==> run_1/layer_met2.png <==
Bar = 20 µm.
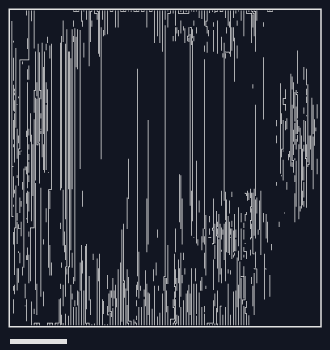
==> run_1/clk_routes.png <==
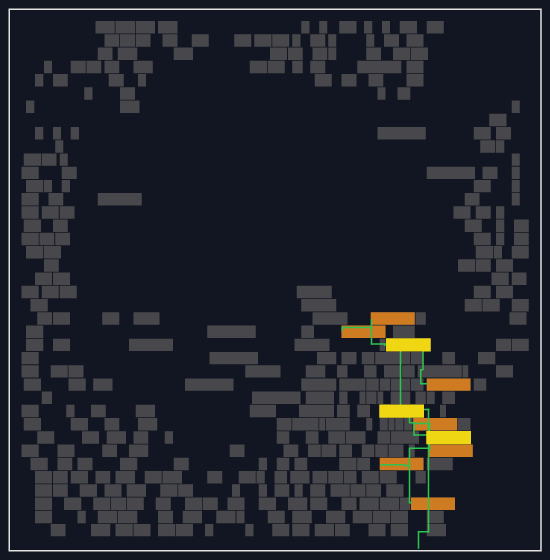
==> run_1/power_grid.png <==
Pins as bars on the die edge. Tap cells in grey.
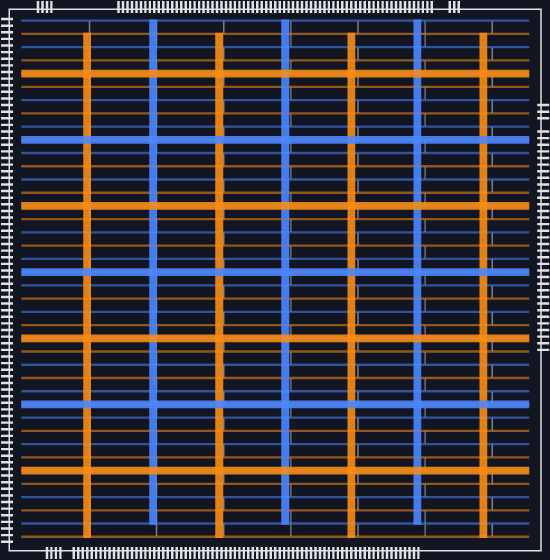
[src/rtl/mem_port_arbiter.sv]
`default_nettype none
// ============================================================================
//  Module   : mem_port_arbiter
//  Purpose  : Shares one synchronous memory port between instruction fetch
//             and the load/store unit. At most one request is accepted per
//             cycle; read data returns one cycle later to its owner. A
//             starvation counter forces a fetch win after STARVE_MAX
//             consecutive losses, and a fetch flush squashes in-flight
//             fetch data.
//  Ports    : clk_i/rst_i          clock, async active-high reset
//             if_*                 fetch request / grant / response
//             ls_*                 load/store request / grant / response
//             mem_*                memory macro request and read data
//  Revision : 1.0  initial release
// ============================================================================
module mem_port_arbiter #(
   parameter int unsigned STARVE_MAX = 4
) (
   input  logic        clk_i,
   input  logic        rst_i,
   // fetch requester
   input  logic        if_req_i,
   input  logic [31:0] if_addr_i,
   input  logic        if_flush_i,
   output logic        if_gnt_o,
   output logic        if_rvalid_o,
   output logic [31:0] if_rdata_o,
   // load/store requester
   input  logic        ls_req_i,
   input  logic        ls_we_i,
   input  logic [3:0]  ls_be_i,
   input  logic [31:0] ls_addr_i,
   input  logic [31:0] ls_wdata_i,
   output logic        ls_gnt_o,
   output logic        ls_rvalid_o,
   output logic [31:0] ls_rdata_o,
   // memory port
   input  logic        mem_ready_i,
   output logic        mem_req_o,
   output logic        mem_we_o,
   output logic [3:0]  mem_be_o,
   output logic [31:0] mem_addr_o,
   output logic [31:0] mem_wdata_o,
   input  logic [31:0] mem_rdata_i
);

   localparam logic [3:0] STARVE_LIM = 4'(STARVE_MAX);

   logic [3:0] starve_cnt;
   logic       rsp_valid_q;
   logic       rsp_owner_q;   // 0 = fetch, 1 = load/store
   logic       flush_q;

   logic       fetch_sel;
   logic       ls_sel;
   logic       accept;

   // Winner selection. Everything is forced idle while reset is held so the
   // combinational outputs read 0 even if requesters keep their lines high.
   always_comb begin
      fetch_sel = 1'b0;
      ls_sel    = 1'b0;
      if (!rst_i) begin
         fetch_sel = if_req_i && (!ls_req_i || (starve_cnt == STARVE_LIM));
         ls_sel    = ls_req_i && !fetch_sel;
      end
      accept = (fetch_sel || ls_sel) && mem_ready_i;
   end

   assign if_gnt_o  = fetch_sel && mem_ready_i;
   assign ls_gnt_o  = ls_sel && mem_ready_i;

   // Memory fields follow the would-be winner even under backpressure.
   always_comb begin
      mem_req_o   = fetch_sel || ls_sel;
      mem_we_o    = 1'b0;
      mem_be_o    = 4'h0;
      mem_addr_o  = 32'h0;
      mem_wdata_o = 32'h0;
      if (ls_sel) begin
         mem_we_o    = ls_we_i;
         mem_be_o    = ls_be_i;
         mem_addr_o  = ls_addr_i;
         mem_wdata_o = ls_wdata_i;
      end else if (fetch_sel) begin
         mem_be_o    = 4'hF;
         mem_addr_o  = if_addr_i;
      end
   end

   always_ff @(posedge clk_i or posedge rst_i) begin
      if (rst_i) begin
         starve_cnt  <= 4'd0;
         rsp_valid_q <= 1'b0;
         rsp_owner_q <= 1'b0;
         flush_q     <= 1'b0;
      end else begin
         rsp_valid_q <= accept;
         if (accept) begin
            rsp_owner_q <= ls_sel;
         end
         // A flush coincident with the fetch grant must squash the response
         // even after the flush pulse itself has gone away.
         flush_q <= if_gnt_o && if_flush_i;
         if (if_gnt_o) begin
            starve_cnt <= 4'd0;
         end else if (ls_gnt_o && if_req_i && (starve_cnt != STARVE_LIM)) begin
            starve_cnt <= starve_cnt + 4'd1;
         end
      end
   end

   assign if_rvalid_o = rsp_valid_q && !rsp_owner_q && !if_flush_i && !flush_q;
   assign ls_rvalid_o = rsp_valid_q && rsp_owner_q;
   assign if_rdata_o  = mem_rdata_i;
   assign ls_rdata_o  = mem_rdata_i;

endmodule
`default_nettype wire

[config.mk]
export PLATFORM = sky130hd
export DESIGN_NAME = mem_port_arbiter
export DESIGN_NICKNAME = d
export VERILOG_FILES = /design/src/rtl/mem_port_arbiter.sv
export SDC_FILE = /design/constraint.sdc
export NUM_CORES = 1
export LEC_CHECK = 0
export ABC_AREA = 0
export CAP_MARGIN = 5
export CORE_AREA = 2 2 107 109
export DETAILED_ROUTE_END_ITERATION = 10
export DIE_AREA = 0 0 109 111
export HOLD_SLACK_MARGIN = 0.03
export MAX_ROUTING_LAYER = met4
export PLACE_DENSITY = 0.72
export SETUP_SLACK_MARGIN = 0.02
export SLEW_MARGIN = 20
export SYNTH_ARGS = -nofsm -noshare
export SYNTH_HDL_FRONTEND = slang
export SYNTH_SLANG_ARGS = --single-unit
[constraint.sdc]
create_clock -name clk_i -period 1.8 [get_ports clk_i]
set_input_delay 0.36 -clock clk_i [delete_from_list [all_inputs] [get_ports clk_i]]
set_output_delay 0.36 -clock clk_i [all_outputs]
set_load 0.01 [all_outputs]
==> run summary, run 1 <==
comb pwr = 840 µW
post-route setup slack = -0.365 ns
final net count = 482
violated checks = negative setup slack
buffering overhead = 62.3%
Max Cap Violations = 0
first-pass GRT wire length = 12500 µm
Flops after synth = 7
count of tool warnings = 29
Final setup viols = 71
initial DRC count = 35
register area share after synthesis = 11.6%
RSZ-0062 raised after global routing = yes
worst r2r dst = rsp_valid_q
reg-to-reg setup timing slack = 0.19 ns
CTS tree = yes
final slew viol count = 0
CP startpoint = starve_cnt[0]
status = finished with violations
post-CTS setup buffer count = 14
crit path capture = mem_addr_o[8]
Clock Tree Buf Depth = 2
Worst setup SP type = flop
Ports = 277
Seq area share = 4.88%
layout cells sized above 1 = 47.6%
required time of the critical path = 1.44 ns
Crit-path slowest cell = dfrtp_1
Hold Slack = 0.387 ns
Flop pwr share = 13.6%
Pwr Total = 1400 µW
clock network power = 374 µW
Layout Cells excl Fill = 483
post-route ant nets = 0
Crit. End Element = output pin
Synth Net Count = 331
About layer_met2.png:
wire length on this layer: 5250 µm
nets with wire on the layer: 433
longest straight run: 88.7 µm
main direction: vertical
routed vias: 1929
met2 GRT Util: 27.5%
Routed WL: 9290 µm

About clk_routes.png:
legend:
  yellow:
    item: clock drivers
    count: 3
  green:
    item: clock wires
    length: 135 µm
  orange:
    item: flip-flops
    count: 7
routed clock nets: 4
flops lie: south-east

About power_grid.png:
legend:
  orange:
    net: VSS
  blue:
    net: VDD
met1 rails: 40
met4 straps: 7
met5 straps: 7
CORE AREA: 11100 µm²
Die X-Extent: 109 µm
VDD IR max: 0.293 mV
Die H: 111 µm

==> run 1: logic make-up after synthesis <==
group	count (synthesis)	synth area share (%)
adder cells (fa/ha/maj)	2	1.65
AND/OR/NAND/NOR	51	22.4
multiplexers	1	0.660
buffers and inverters	83	38.4
AND-OR/OR-AND	46	25.4
flip-flops	7	11.6
==> run 1: per-layer routing <==
metal / part of all wire, % / vias up / GRT usage [%]
met5: 0 / - / -
met4: 2.4 / 0 / 4.19
met3: 7.5 / 22 / 2.59
met2: 57 / 120 / 27.5
met1: 34 / 897 / 14.2
li1: - / 890 / -
==> run 1: worst max-delay path, delay by kind of cell, from the launching register on <==
kind	cells	cell delay, ns
AND-OR/OR-AND	2	0.33
adder cells (fa/ha/maj)	1	0.14
flip-flops	1	0.37
AND/OR/NAND/NOR	1	0.09
buffers and inverters	5	0.62
==> run 1: synthesized netlist by cell type, drive strengths merged <==
cell and n:
and2b 1, a22o 32, nand2 1, o21a 2, dfrtp 7, a21oi 2
clkbuf 2, nand3 2, nand3b 2, nand4 2, nand2b 3, buf 74
and2 36, or2 1, o2bb2ai 1, a31oi 1, a21o 4, inv 7
o21ai 3, nor4b 1, mux2i 1, o221ai 1, ha 2, or4 1
and3b 1
==> run 1: worst min path at each step <==
stage	startpoint	end	slack (ns)	depth (start not counted)
3_3_place_gp	rsp_owner_q	rsp_owner_q	0.52	2
4_1_cts	rst_i	rsp_valid_q	0.38	3
3_5_place_dp	rsp_owner_q	rsp_owner_q	0.54	2
5_1_grt	rst_i	starve_cnt[2]	0.42	3
6_report	rst_i	starve_cnt[0]	0.39	3
2_1_floorplan	rst_i	flush_q	0.16	1
==> run 1: state kept, by name (all words and copies together), names as in the netlist <==
| register | cells |
|---|---|
| rsp_valid_q | 1 |
| rsp_owner_q | 1 |
| starve_cnt | 4 |
| flush_q | 1 |
==> run_1/placement_by_type.png <==
Bar = 20 µm. Fill, decap, tap and diode cells in grey.
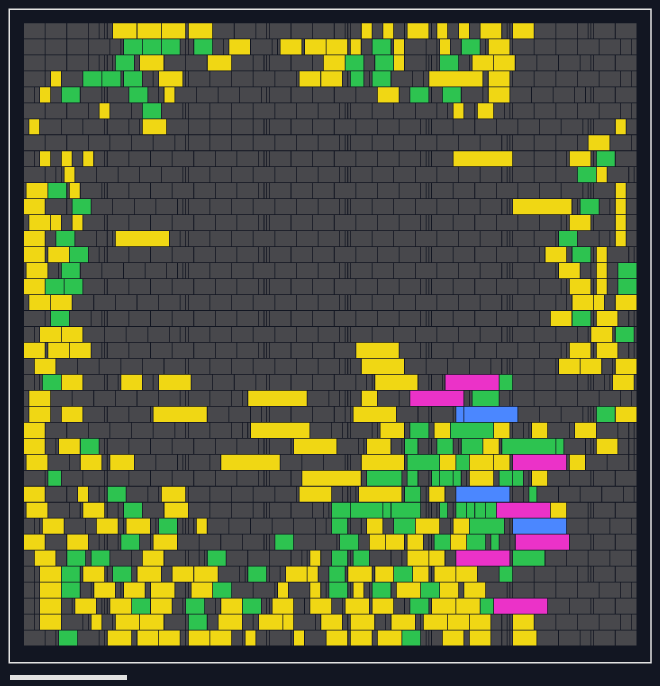

==> run 1 -> run 2 <==
SETUP_SLACK_MARGIN = 0.4   (was 0.02)
==> run_2/placement_by_type.png <==
Bar = 20 µm. Fill, decap, tap and diode cells in grey.
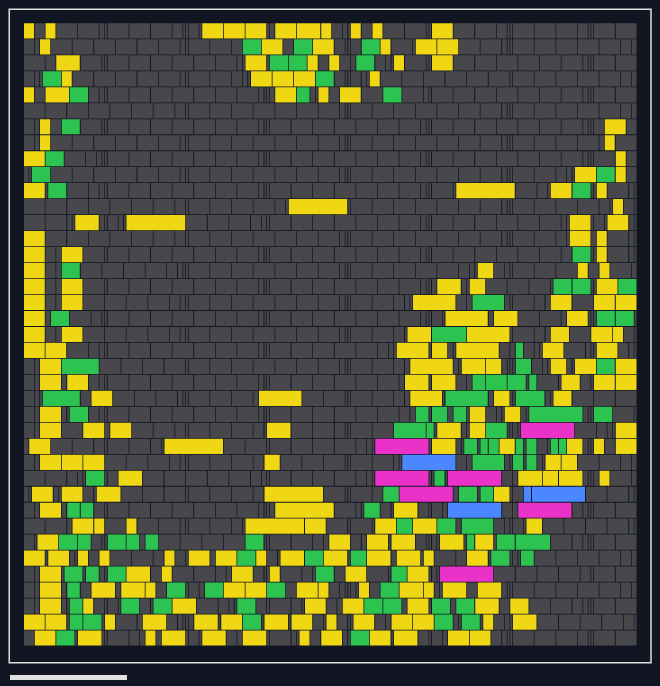
legend:
  magenta:
    class: sequential cells
    cells: 7
    share_of_their_area: 5.1%
  green:
    class: combinational and other logic
    cells: 107
    share_of_their_area: 27%
  blue:
    class: clock drivers and dummy loads
    cells: 4
    share_of_their_area: 2.3%
  yellow:
    class: remaining buffers and delay cells
    cells: 227
    share_of_their_area: 66%
Site Rows: 39
final cell utilization of the core: 32.4%

==> run_2/layer_met2.png <==
Bar = 20 µm.
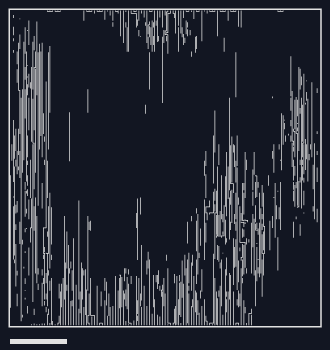
share of all routed wire: 55%
wire length on this layer: 4590 µm
main direction: vertical
longest straight run: 78.4 µm
nets with wire on the layer: 431

==> run summary, run 2 <==
xor/xnor share = 0% (unchanged)
Layout Cells excl Fill = 488 (+1.0%)
first-pass GRT wire length = 11800 µm (-5.3%)
Flops after synth = 7 (unchanged)
Adder Share, Synth = 1.65% (unchanged)
RSZ-0062 raised after global routing = yes
VDD IR max = 0.465 mV (+59%)
CORE AREA = 11100 µm² (unchanged)
Crit. End Element = output pin
EDFF count, synth = 0 (unchanged)
Synth mux share = 0.660% (unchanged)
largest net degree at the start of global routing = 19
Max Cap Violations = 0 (unchanged)
Worst setup SP type = flop
AO/OA Area Share = 25.4% (unchanged)
Die H = 111 µm (unchanged)
initial DRC count = 27 (-23%)
Die X-Extent = 109 µm (unchanged)
Synth Flop Type = dfrtp_1
count of tool warnings = 30 (+3.4%)
final net count = 487 (+1.0%)
status = finished with violations
max FFs per register = 4 (unchanged)
final slew viol count = 0 (unchanged)
Synth Net Count = 331 (unchanged)
top-count cell post-synth = buf_4
CTS tree = yes
Clock Tree Buf Depth = 2 (unchanged)
Final setup viols = 72 (+1.4%)
Ports = 277 (unchanged)
reg-to-reg setup timing slack = 0.06 ns (-0.13 ns)
post-route ant nets = 0 (unchanged)
register area share after synthesis = 11.6% (unchanged)
Crit-path slowest cell = dfrtp_1
violated checks = negative setup slack
layout cells sized above 1 = 47.5% (-0.11 points)
Logic family by area = buffers and inverters
post-route setup slack = -0.460 ns (-0.0947 ns)
ys async rst share = 100% (unchanged)
Routed WL = 8270 µm (-11%)
routed vias = 1942 (+0.67%)
## run 2: per-stage QoR
stage          hold slack, ns  total power (µW)
6_report                0.246              1410
5_1_grt                 0.297              1470
3_3_place_gp            0.514               903
3_5_place_dp            0.527               917
2_1_floorplan           0.163               577
4_1_cts                 0.265              1370
## run 2: final cells by class
type                    instances  share of cell area, %
flip-flops and latches          7                   4.88
repair buffers                227                   62.2
clock buffers                   4                   2.20
well taps                     143                   4.99
multi-input cells             100                   25.0
inverters                       7                  0.732
## run 2: layer usage
metal | vias up | track usage, % | wire (µm)
li1 | 899 | - | -
met5 | - | - | 0
met1 | 897 | 12.9 | 2740
met2 | 117 | 25.4 | 4590
met3 | 29 | 3.35 | 720
met4 | 0 | 3.68 | 224
## run 2: worst max-delay path: cells and delay by family, from the launching register on
kind                       cells  cell delay, ns
buffers and inverters          5            0.60
AOI/OAI and AO/OA              2            0.42
adders and majority gates      1            0.15
and+or+nand+nor                1            0.10
DFF                            1            0.38
## run 2: what timing repair did
item	4_1_cts	5_1_grt
pin swaps	27	15
buffers inserted	18	7
cloned	7	0
endpoints found under the setup margin	79	78
resized	344	32
## run 2: how the worst max path moves through the flow
stage / start / to / slack (ns) / cells after the start
4_1_cts: starve_cnt[0] / mem_addr_o[30] / -0.47 / 9
3_3_place_gp: rst_i / mem_addr_o[9] / -0.77 / 6
2_1_floorplan: starve_cnt[0] / mem_addr_o[17] / 0.06 / 7
6_report: starve_cnt[1] / mem_addr_o[27] / -0.46 / 9
5_1_grt: starve_cnt[1] / mem_addr_o[10] / -0.53 / 9
3_5_place_dp: rst_i / mem_addr_o[9] / -0.80 / 6
## run 2: report_power, final
part	leakage, µW	switching, µW	internal [µW]	total (µW)
Sequential	0.0000869	14.8	177	192
Clock	0.0000382	88.4	295	384
Combinational	0.00158	290	539	830
Power and IR drop assume default switching activity.
